File: src/rtl/lc3_writeback.sv
// LC3 writeback stage: result select, 8-entry register file, NZP condition codes.
// Optional macro LC3_WB_WRITE_THROUGH_EN forwards the in-flight write value to the read ports.
module lc3_writeback #(
   parameter int DATA_W  = 16,
   parameter int REG_CNT = 8,
   localparam int AW     = $clog2(REG_CNT)
) (
   input  logic              clk,
   input  logic              reset,
   input  logic              enable_writeback,
   input  logic [1:0]        W_control,
   input  logic [DATA_W-1:0] aluout,
   input  logic [DATA_W-1:0] pcout,
   input  logic [DATA_W-1:0] memout,
   input  logic [AW-1:0]     dr,
   input  logic [AW-1:0]     sr1,
   input  logic [AW-1:0]     sr2,
   output logic [DATA_W-1:0] VSR1,
   output logic [DATA_W-1:0] VSR2,
   output logic [2:0]        psr,
   output logic              wb_valid,
   output logic [AW-1:0]     wb_dr,
   output logic [DATA_W-1:0] wb_data
);

   logic [DATA_W-1:0] rf [REG_CNT];
   logic [DATA_W-1:0] wr_val;
   logic              wr_en;
   logic [2:0]        cc_next;

   // W_control is only meaningful when enable_writeback is high; && keeps an X select harmless.
   assign wr_en = enable_writeback && (W_control != 2'b11);

   always_comb begin
      wr_val = pcout;
      case (W_control)
         2'b00:   wr_val = aluout;
         2'b01:   wr_val = memout;
         default: wr_val = pcout;
      endcase
   end

   always_comb begin
      cc_next = 3'b001;
      if (wr_val[DATA_W-1])
         cc_next = 3'b100;
      else if (wr_val == '0)
         cc_next = 3'b010;
   end

   always_ff @(posedge clk or negedge reset) begin
      if (!reset) begin
         for (int i = 0; i < REG_CNT; i++)
            rf[i] <= '0;
         psr      <= 3'b010;
         wb_valid <= 1'b0;
         wb_dr    <= '0;
         wb_data  <= '0;
      end else begin
         wb_valid <= wr_en;
         if (wr_en) begin
            rf[dr]  <= wr_val;
            psr     <= cc_next;
            wb_dr   <= dr;
            wb_data <= wr_val;
         end
      end
   end

`ifdef LC3_WB_WRITE_THROUGH_EN
   assign VSR1 = (wr_en && (sr1 == dr)) ? wr_val : rf[sr1];
   assign VSR2 = (wr_en && (sr2 == dr)) ? wr_val : rf[sr2];
`else
   // Read-before-write; execute-stage bypass paths cover the same-cycle hazard.
   assign VSR1 = rf[sr1];
   assign VSR2 = rf[sr2];
`endif

endmodule

File: config.mk
export PLATFORM = sky130hd
export DESIGN_NAME = lc3_writeback
export DESIGN_NICKNAME = d
export VERILOG_FILES = /design/src/rtl/lc3_writeback.sv
export SDC_FILE = /design/constraint.sdc
export NUM_CORES = 1
export LEC_CHECK = 0
export CAP_MARGIN = 15
export CELL_PAD_IN_SITES_DETAIL_PLACEMENT = 1
export CELL_PAD_IN_SITES_GLOBAL_PLACEMENT = 1
export CORE_UTILIZATION = 40
export CTS_BUF_LIST = sky130_fd_sc_hd__clkbuf_4
export DETAILED_ROUTE_END_ITERATION = 10
export MAX_ROUTING_LAYER = met4
export PLACE_DENSITY_LB_ADDON = 0.1
export SLEW_MARGIN = 20
export SYNTH_ARGS = -nofsm -noshare
export SYNTH_HDL_FRONTEND = slang
export SYNTH_SLANG_ARGS = --single-unit
File: constraint.sdc
create_clock -name clk -period 4.68 [get_ports clk]
set_clock_uncertainty 0.15 [all_clocks]
set_input_delay 0.468 -clock clk [delete_from_list [all_inputs] [get_ports clk]]
set_output_delay 0.468 -clock clk [all_outputs]
set_load 0.01 [all_outputs]
Figure 1. Sequential cells coloured by netlist name.
Bar = 50 um. Other sequential cells in the stronger grey, the rest of the logic in the fainter grey.
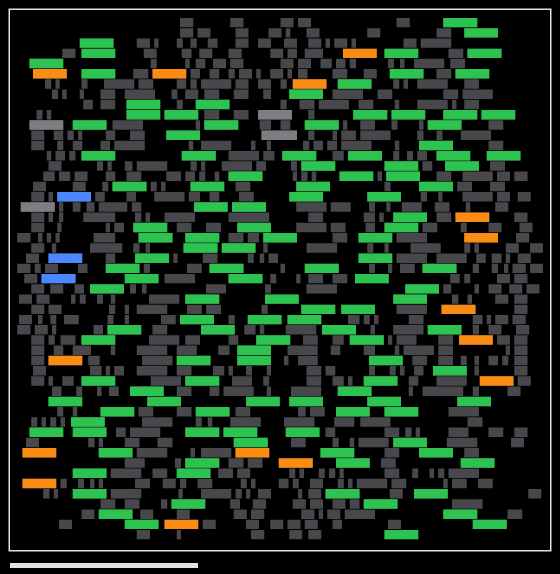
[orange] `wb_data` | flops: 15 | where: all over the die
[green] `rf` | flops: 128 | where: all over the die
[blue] `wb_dr` | flops: 3

Figure 2. Clock routing.
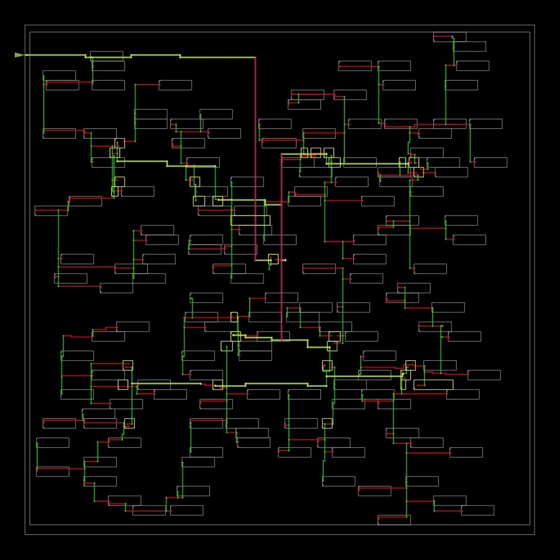
clock network power: 0.000794 W
clkbuf count: 18
clk sinks: 150
clk_lat worst skew: 540 ps
Num CTS Buffers: 17

==> impl_metrics.toml <==
# generated from flow reports
[finish]
drive_gt1_share_pct = 30.5
final_core_util_pct = 49.3
instances_no_fill = 996
area.sequential_sq_mm = 0.00375
fill_cells = 2024
mostFrequentLayoutCells = "149 x dfrtp_1, 112 x clkdlybuf4s50_1, 107 x nand2_1, 76 x mux2_2, 70 x o21ai_0"
layout_top_cell = "dfrtp_1"
final_cell_area_sq_mm = 0.00962

[route]
wl_met3_um = 977
highest_layer = "met4"
wl_met2_um = 11700
drt-initial-drc-count = 221
wl_um = 22800
antenna_left = 0
vias_per_cell = 5.61
route.detailed.drc = 0

[setup_path]
cp-end-kind = "output port"
r2r_cells = 1
cp.required_ps = 4060
r2r_end = "rf[57]"
reg2reg_from = "rf[57]"
reg2reg_setup_slack_ps = 3680
crit_path_max_fanout = 32

[sta]
fin_crit_sh_pct = 69.0
rsz0062_at_grt = "false"
slew_headroom_pct = 45.9
setup-tns-final_ps = 0
fin_ws_ps = 1450
timing.fmax_mhz = 310
hold_slack_ps = 346

[grt]
grt_pass1_vias = 6227
top_usage_layer = "met2"
grt_use_total_pct = 24.4
grt_pass1_wl_um = 35600
met1_usage_pct = 30.4
grt_max_degree = 86
grt.overflow.total = 0

[placed_design]
dp_cells = 963
place_area_sq_mm = 0.00934
post-place-ws_ps = 1380

[logic_synthesis]
topCombFamilyByArea = "multiplexers"
top_area_cell = "dfrtp_1"
ys_cells = 614
xor_share_pct = 0
yosysWarningCount = 0
topCellsByArea = "dfrtp_1 47%, mux4_2 18%, mux2_2 11%, nand2_1 5.0%, o21ai_0 4.4%"
edf_count = 0
synth.area.mux_share_pct = 34.1
synth_seq_share_pct = 46.9
syn-cell-area_sq_mm = 0.00800
avgSynthCellArea_sq_um = 13.0
yosysTopAreaCellShare_pct = 46.6
synth.most_common_cell = "dfrtp_1"
ys_sh_aoi_pct = 8.23
synth-main-ff-cell = "dfrtp_1"

[clock_network]
cts-root-buf = "clkbuf_4"
holdBufCountCts = 1
htree_num_levels = 4
cts_setup_buffers = 0

[pwr]
netSwitchingFraction_pct = 30.5
power.switching_w = 0.00114
pg_seq_w = 0.00179
powerComb_w = 0.00116
p_leak_nw = 4.00
seqPwrFrac_pct = 47.9
power_w = 0.00375
power_leader = "sequential cells"
power_density_mw_per_mm2 = 390
cellInternalPower_w = 0.00260

[worst_hold_path]
holdPathEnd = "wb_data[7]"
min_path_cells = 2

[die]
die_y_um = 143
rows = 51
io_pins = 117

[outcome]
status = "completed"
Figure 3. Routed clock nets over the placement.
Bar = 50 um.
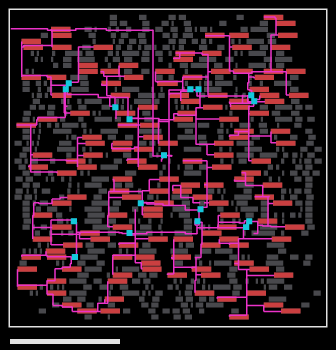
[magenta] clock wires | length: 1890 um
[cyan] clock-net drivers | count: 17
[red] flip-flops | count: 150
flops lie: all over the die
routed clock nets: 18
clock power share: 21.2%

==> critical path: stages <==
cell	delay, ps
clkdlybuf4s50_1	470
buf_4	460
mux4_2	380
mux2_2	310
clkdlybuf4s50_1	490
==> cells by family (layout without fill, tap and decap cells) <==
family,Yosys count,after routing
AOI/OAI and AO/OA,114,114
buffers and inverters,51,167
DFF,150,150
muxes,176,176
other,0,1
and+or+nand+nor,123,123
==> layout make-up <==
type                    instances  share of cell area, %
multi-input cells             413                   41.2
flip-flops and latches        150                   39.0
repair buffers                135                   13.4
well taps                     265                   3.45
clock buffers                  18                   1.40
clock inverters                13                   1.39
inverters                       1                 0.0520
diodes                          1                 0.0260
==> registers in the layout, summed over array words and instances, names as in the netlist <==
register / flops
rf: 128
wb_valid: 1
wb_dr: 3
psr: 3
wb_data: 15
Power is estimated from default activity; no workload was simulated.
